**src/rtl/uart_packet_framer_pkg.sv**
```systemverilog
// Shared types for the UART packet framer: the response-stream beat, the TX FSM state
// and the default frame sync byte.
package uart_packet_framer_pkg;

  localparam logic [7:0] SYNC_BYTE_DEFAULT = 8'h55;

  typedef struct packed {
    logic [7:0] Source;
    logic [7:0] Destination;
    logic [7:0] Length;
    logic       SoP;
    logic       EoP;
    logic [7:0] Data;
    logic       Valid;
  } UART_PACKET;

  typedef enum logic [2:0] {IDLE, SYNC, DEST, SRC, LEN, DATA, WAIT} FramerState;

endpackage

```
**src/rtl/uart_packet_framer_if.sv**
```systemverilog
// Producer-to-framer link: the UART_PACKET beat going downstream and the pacing ready coming back.
interface uart_packet_framer_if;
  import uart_packet_framer_pkg::*;

  UART_PACKET txStream;
  logic       txReady;

  modport master (output txStream, input txReady);
  modport slave  (input txStream, output txReady);
endinterface

```
**src/rtl/uart_packet_framer_fifo.sv**
```systemverilog
// Synchronous first-word-fall-through byte FIFO; dout shows the head entry whenever not empty.
module uart_byte_fifo #(
  parameter int unsigned DEPTH = 16
) (
  input  logic                   ipClk,
  input  logic                   reset,
  input  logic                   wr,
  input  logic                   rd,
  input  logic [7:0]             din,
  output logic [7:0]             dout,
  output logic                   empty,
  output logic                   full,
  output logic [$clog2(DEPTH):0] count
);
  localparam int unsigned AW = $clog2(DEPTH);
  localparam logic [AW:0] FULL_COUNT = (AW+1)'(DEPTH);

  logic [7:0]    mem [DEPTH];
  logic [AW-1:0] wrPtr;
  logic [AW-1:0] rdPtr;
  logic          doWr;
  logic          doRd;

  assign empty = (count == '0);
  assign full  = (count == FULL_COUNT);
  assign doWr  = wr && !full;
  assign doRd  = rd && !empty;
  assign dout  = mem[rdPtr];

  always_ff @(posedge ipClk) begin
    if (doWr) mem[wrPtr] <= din;
  end

  always_ff @(posedge ipClk) begin
    if (reset) begin
      wrPtr <= '0;
      rdPtr <= '0;
      count <= '0;
    end else begin
      if (doWr) wrPtr <= wrPtr + 1'b1;
      if (doRd) rdPtr <= rdPtr + 1'b1;
      case ({doWr, doRd})
        2'b10:   count <= count + 1'b1;
        2'b01:   count <= count - 1'b1;
        default: count <= count;
      endcase
    end
  end
endmodule

```
**src/rtl/uart_packet_framer.sv**
```systemverilog
// Serialises UART_PACKET responses as SYNC, Dest, Src, Len, payload onto the UART byte port,
// padding short packets with zeros and pacing the producer through txReady.
module uart_packet_framer
  import uart_packet_framer_pkg::*;
#(
  parameter int unsigned FIFO_DEPTH = 16,
  parameter int unsigned READY_GAP  = 2,
  parameter logic [7:0]  SYNC_BYTE  = SYNC_BYTE_DEFAULT
) (
  input  logic                    ipClk,
  input  logic                    reset,
  uart_packet_framer_if.slave     ipTxStream,
  input  logic                    ipUartBusy,
  output logic [7:0]              opUartData,
  output logic                    opUartSend,
  output logic                    opFrameError,
  output logic                    opOverflow
);
  localparam int unsigned CW = $clog2(FIFO_DEPTH) + 1;
  localparam int unsigned GW = $clog2(READY_GAP);
  localparam logic [GW-1:0] GAP_LOAD = GW'(READY_GAP - 1);

  UART_PACKET    inPkt;
  logic          opTxReady;
  logic [GW-1:0] gapCnt;
  logic [7:0]    destReg, srcReg, lenReg;
  logic [7:0]    rxCount, txCount, padCount;
  logic          hdrPending, errSeen;
  logic          newHdr, fifoWr, fifoRd, fifoEmpty, fifoFull;
  logic          dropLong, shortEop, frameErrHit;
  logic [7:0]    rxCur, lenCur, fifoDout;
  logic [CW-1:0] fifoCount;

  FramerState    state, stateNext, retState, retNext;
  logic          sawBusy, sawBusyNext, canSend;
  logic          sendNext, hdrDone, padDec, txInc, txClr;
  logic [7:0]    dataNext;

  assign inPkt = ipTxStream.txStream;
  assign ipTxStream.txReady = opTxReady;

  uart_byte_fifo #(.DEPTH(FIFO_DEPTH)) byteFifo (
    .ipClk (ipClk),
    .reset (reset),
    .wr    (fifoWr),
    .rd    (fifoRd),
    .din   (inPkt.Data),
    .dout  (fifoDout),
    .empty (fifoEmpty),
    .full  (fifoFull),
    .count (fifoCount)
  );

  // A fresh SoP byte is judged against its own header, hence the rxCur/lenCur bypass.
  always_comb begin
    newHdr      = inPkt.Valid && inPkt.SoP && !hdrPending;
    rxCur       = newHdr ? '0 : rxCount;
    lenCur      = newHdr ? inPkt.Length : lenReg;
    fifoWr      = inPkt.Valid && !fifoFull && (rxCur < lenCur);
    dropLong    = inPkt.Valid && !fifoFull && (rxCur >= lenCur);
    shortEop    = inPkt.Valid && inPkt.EoP && (({1'b0, rxCur} + 9'd1) < {1'b0, lenCur});
    frameErrHit = (dropLong || shortEop) && (newHdr || !errSeen);
  end

  always_ff @(posedge ipClk) begin
    if (reset) begin
      destReg      <= '0;
      srcReg       <= '0;
      lenReg       <= '0;
      rxCount      <= '0;
      padCount     <= '0;
      hdrPending   <= 1'b0;
      errSeen      <= 1'b0;
      opFrameError <= 1'b0;
      opOverflow   <= 1'b0;
      opTxReady    <= 1'b0;
      gapCnt       <= '0;
    end else begin
      opFrameError <= frameErrHit;
      opOverflow   <= inPkt.Valid && fifoFull;
      if (newHdr) begin
        destReg <= inPkt.Destination;
        srcReg  <= inPkt.Source;
        lenReg  <= inPkt.Length;
        errSeen <= 1'b0;
      end
      if (frameErrHit) errSeen <= 1'b1;
      if (fifoWr)      rxCount <= rxCur + 8'd1;
      else if (newHdr) rxCount <= '0;
      if (newHdr)       hdrPending <= 1'b1;
      else if (hdrDone) hdrPending <= 1'b0;
      if (shortEop)     padCount <= lenCur - rxCur - 8'd1;
      else if (newHdr)  padCount <= '0;
      else if (padDec)  padCount <= padCount - 8'd1;
      if (inPkt.Valid) begin
        opTxReady <= 1'b0;
        gapCnt    <= GAP_LOAD;
      end else if (gapCnt != '0) begin
        opTxReady <= 1'b0;
        gapCnt    <= gapCnt - 1'b1;
      end else begin
        opTxReady <= (fifoCount < CW'(FIFO_DEPTH - 1));
      end
    end
  end

  // Header fields share one send path; WAIT returns to retState once busy has risen and fallen.
  always_comb begin
    stateNext   = state;
    retNext     = retState;
    sawBusyNext = sawBusy;
    sendNext    = 1'b0;
    dataNext    = opUartData;
    hdrDone     = 1'b0;
    padDec      = 1'b0;
    fifoRd      = 1'b0;
    txInc       = 1'b0;
    txClr       = 1'b0;
    canSend     = !ipUartBusy && !opUartSend;
    unique case (state)
      IDLE: begin
        if (hdrPending) begin
          stateNext = SYNC;
          txClr     = 1'b1;
        end
      end
      SYNC, DEST, SRC, LEN: begin
        if (canSend) begin
          sendNext    = 1'b1;
          sawBusyNext = 1'b0;
          stateNext   = WAIT;
          case (state)
            SYNC:    begin dataNext = SYNC_BYTE; retNext = DEST; end
            DEST:    begin dataNext = destReg;   retNext = SRC;  end
            SRC:     begin dataNext = srcReg;    retNext = LEN;  end
            default: begin dataNext = lenReg;    retNext = DATA; end
          endcase
        end
      end
      DATA: begin
        if (txCount == lenReg) begin
          hdrDone   = 1'b1;
          stateNext = IDLE;
        end else if (canSend && (!fifoEmpty || padCount != '0)) begin
          sendNext    = 1'b1;
          sawBusyNext = 1'b0;
          txInc       = 1'b1;
          stateNext   = WAIT;
          retNext     = DATA;
          if (!fifoEmpty) begin
            dataNext = fifoDout;
            fifoRd   = 1'b1;
          end else begin
            dataNext = '0;
            padDec   = 1'b1;
          end
        end
      end
      WAIT: begin
        if (ipUartBusy)   sawBusyNext = 1'b1;
        else if (sawBusy) stateNext   = retState;
      end
      default: stateNext = IDLE;
    endcase
  end

  always_ff @(posedge ipClk) begin
    if (reset) begin
      state      <= IDLE;
      retState   <= IDLE;
      sawBusy    <= 1'b0;
      opUartSend <= 1'b0;
      opUartData <= '0;
      txCount    <= '0;
    end else begin
      state      <= stateNext;
      retState   <= retNext;
      sawBusy    <= sawBusyNext;
      opUartSend <= sendNext;
      opUartData <= dataNext;
      if (txClr)      txCount <= '0;
      else if (txInc) txCount <= txCount + 8'd1;
    end
  end
endmodule

```
**src/flat_wrapper.sv**
```systemverilog
// flat-port wrapper written by rule: the top's interface ports become plain ports
module uart_packet_framer_flat import uart_packet_framer_pkg::*;
#(
  parameter int unsigned FIFO_DEPTH = 16,
  parameter int unsigned READY_GAP  = 2,
  parameter logic [7:0]  SYNC_BYTE  = SYNC_BYTE_DEFAULT
)
  (ipClk, reset, ipUartBusy, opUartData, opUartSend, opFrameError, opOverflow, ipTxStream_txStream, ipTxStream_txReady);
  uart_packet_framer_if ipTxStream_i ();
  input  logic ipClk;
  input  logic reset;
  input  logic ipUartBusy;
  output logic [7:0] opUartData;
  output logic opUartSend;
  output logic opFrameError;
  output logic opOverflow;
  input wire logic [$bits(ipTxStream_i.txStream)-1:0] ipTxStream_txStream;
  output wire logic [$bits(ipTxStream_i.txReady)-1:0] ipTxStream_txReady;
  assign ipTxStream_i.txStream = ipTxStream_txStream;
  assign ipTxStream_txReady = ipTxStream_i.txReady;
  uart_packet_framer #(.FIFO_DEPTH(FIFO_DEPTH), .READY_GAP(READY_GAP), .SYNC_BYTE(SYNC_BYTE)) u_core (.ipClk(ipClk), .reset(reset), .ipTxStream(ipTxStream_i), .ipUartBusy(ipUartBusy), .opUartData(opUartData), .opUartSend(opUartSend), .opFrameError(opFrameError), .opOverflow(opOverflow));
endmodule
```
**config.mk**
```make
export PLATFORM = sky130hd
export DESIGN_NAME = uart_packet_framer_flat
export DESIGN_NICKNAME = d
export VERILOG_FILES = /design/src/rtl/uart_packet_framer_pkg.sv /design/src/rtl/uart_packet_framer_if.sv /design/src/rtl/uart_packet_framer_fifo.sv /design/src/rtl/uart_packet_framer.sv /design/src/flat_wrapper.sv
export SDC_FILE = /design/constraint.sdc
export NUM_CORES = 1
export LEC_CHECK = 0
export ABC_CLOCK_PERIOD_IN_PS = 11500
export CAP_MARGIN = 10
export CORE_MARGIN = 5
export CORE_UTILIZATION = 45
export CTS_CLUSTER_DIAMETER = 30
export DETAILED_ROUTE_END_ITERATION = 16
export PLACE_DENSITY = 0.61
export SLEW_MARGIN = 15
export SYNTH_ARGS = -nofsm -noshare
export SYNTH_HDL_FRONTEND = slang
export SYNTH_SLANG_ARGS = --single-unit
export TNS_END_PERCENT = 1
```
**constraint.sdc**
```tcl
create_clock -name ipClk -period 11.5 [get_ports ipClk]
set_clock_uncertainty 0.15 [all_clocks]
set_input_delay 2.3 -clock ipClk [delete_from_list [all_inputs] [get_ports ipClk]]
set_output_delay 2.3 -clock ipClk [all_outputs]
set_load 0.005 [all_outputs]
```
**Routed metal, one colour a layer**

Only two layers are drawn.
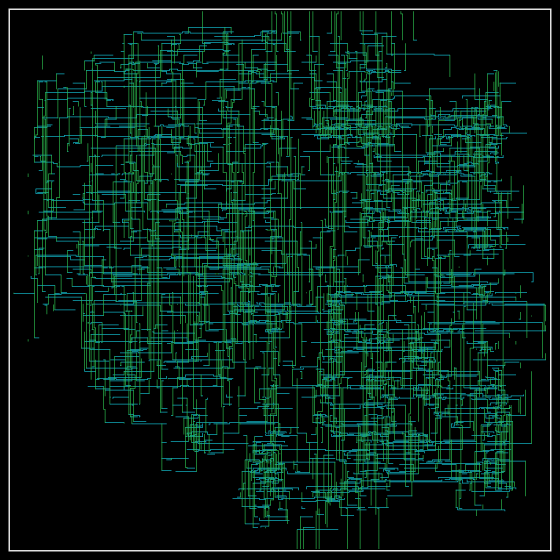
colour	layer	wire length
cyan	M1	9460 µm
green	M2	11600 µm
WL/cell: 19.6 µm
Global Route Usage Sum: 19.0%
routed via count: 6613

**Gate-type map**

Bar = 50 µm.
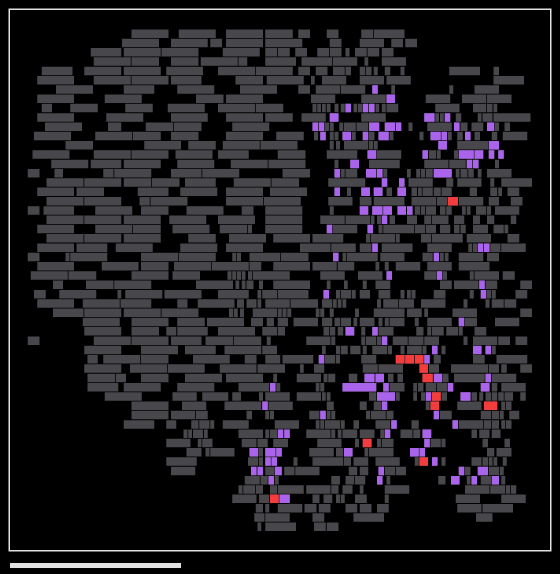
colour	family	cells	most used
red	non-inverting ao/oa cells	12	a21o_1
purple	aoi and oai cells	114	a21oi_1
fraction of area in multi-input gates: 32.6%
most used logic cell in the final layout: edfxtp_1
final non-filler cell total: 1188

==> run summary <==
run results: synth top area cells=edfxtp_1, dfxtp_1, mux4_2, ha_1, nand2_1, Logic power comb=282 µW, grt total ovfl=0, clk sinks=215, First-pass DRT Iterations=5, top comb family, area=simple AND/OR/NAND/NOR gates, Fin Setup TNS=0 ns, status=complete, no violations, share of layout cells above drive strength 1=16.1%, Routed Antenna Nets=0, Tightest Pin Transition=1.11 ns, Signal buf overhead=4.28%, top cells by count, synth=edfxtp_1, dfxtp_1, nand2_1, nor2_1, a21oi_1, # IOs=50, final setup fails=0, fillers=1743, dpl cells=1103, CTS clk-pin slew, worst paths=0.04 ns, Layout Nets=941, FF-to-FF path depth=20, worst min path class=reg2reg, Worst Path Max Fanout=31, wire length of the first global-routing pass=36900 µm, DRC viols=0, clock share of power=54.2%, clk_buf instances=58, total of max-cap violations=0, die y size=158 µm, VDD IR-drop max=0.000123 V, top sig layer=met4, CP Launch Type=input port, Sw Share=24.3%, Clock Latency Late Sink=0.53 ns, clk pwr=1.40 mW, synthesized area=0.00984 mm², Logic inverters=27, Max transition margin=25.5%, WL met3=1220 µm, Die X=158 µm, n_diodes=0, routability cong.=0.916, Syn Nets=882, CP max stage delay=0.59 ns, routed wl met2=11600 µm, Avg Inst Size Synth=12.1 µm², xor and xnor area share after synthesis=4.27%
**Sequential cells grouped by signal name**

Bar = 50 µm. Other sequential cells in the stronger grey, the rest of the logic in the fainter grey.
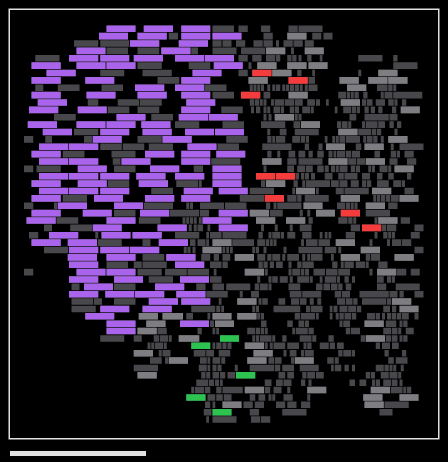
colour	name in the netlist	flops
purple	u_core.byteFifo.mem	128
red	u_core.destReg	8
green	u_core.byteFifo.count	5
not coloured	74
Seq. pwr: 902 µW
Seq. cell area: 0.00559 mm²
Seq/total area: 45.7%
Final Util: 56.3%

## through the flow
step                      utilization [%]  hold slack (ns)  area (µm²)  setup WS [ns]  power, mW
after floorplan                         -            0.267        9840           5.16       1.09
after global placement               48.5            0.282       10500           4.42       1.19
after detailed placement             48.5            0.296       10500           4.21       1.20
after CTS                            56.2            0.302       12200           4.73       2.61
after global routing                 56.3            0.313       12200           4.33       2.69
final                                56.3            0.303       12200           4.69       2.59
## worst max-delay path: cells and delay by family
| kind | cells | cell delay (ns) |
|---|---|---|
| compound gates | 5 | 1.06 |
| buf+inv | 5 | 1.39 |
| simple gates | 4 | 0.44 |
| mux | 1 | 0.46 |
| fa+ha+maj | 4 | 1.04 |
| xor+xnor | 2 | 0.33 |
Power is estimated from default activity; no workload was simulated.
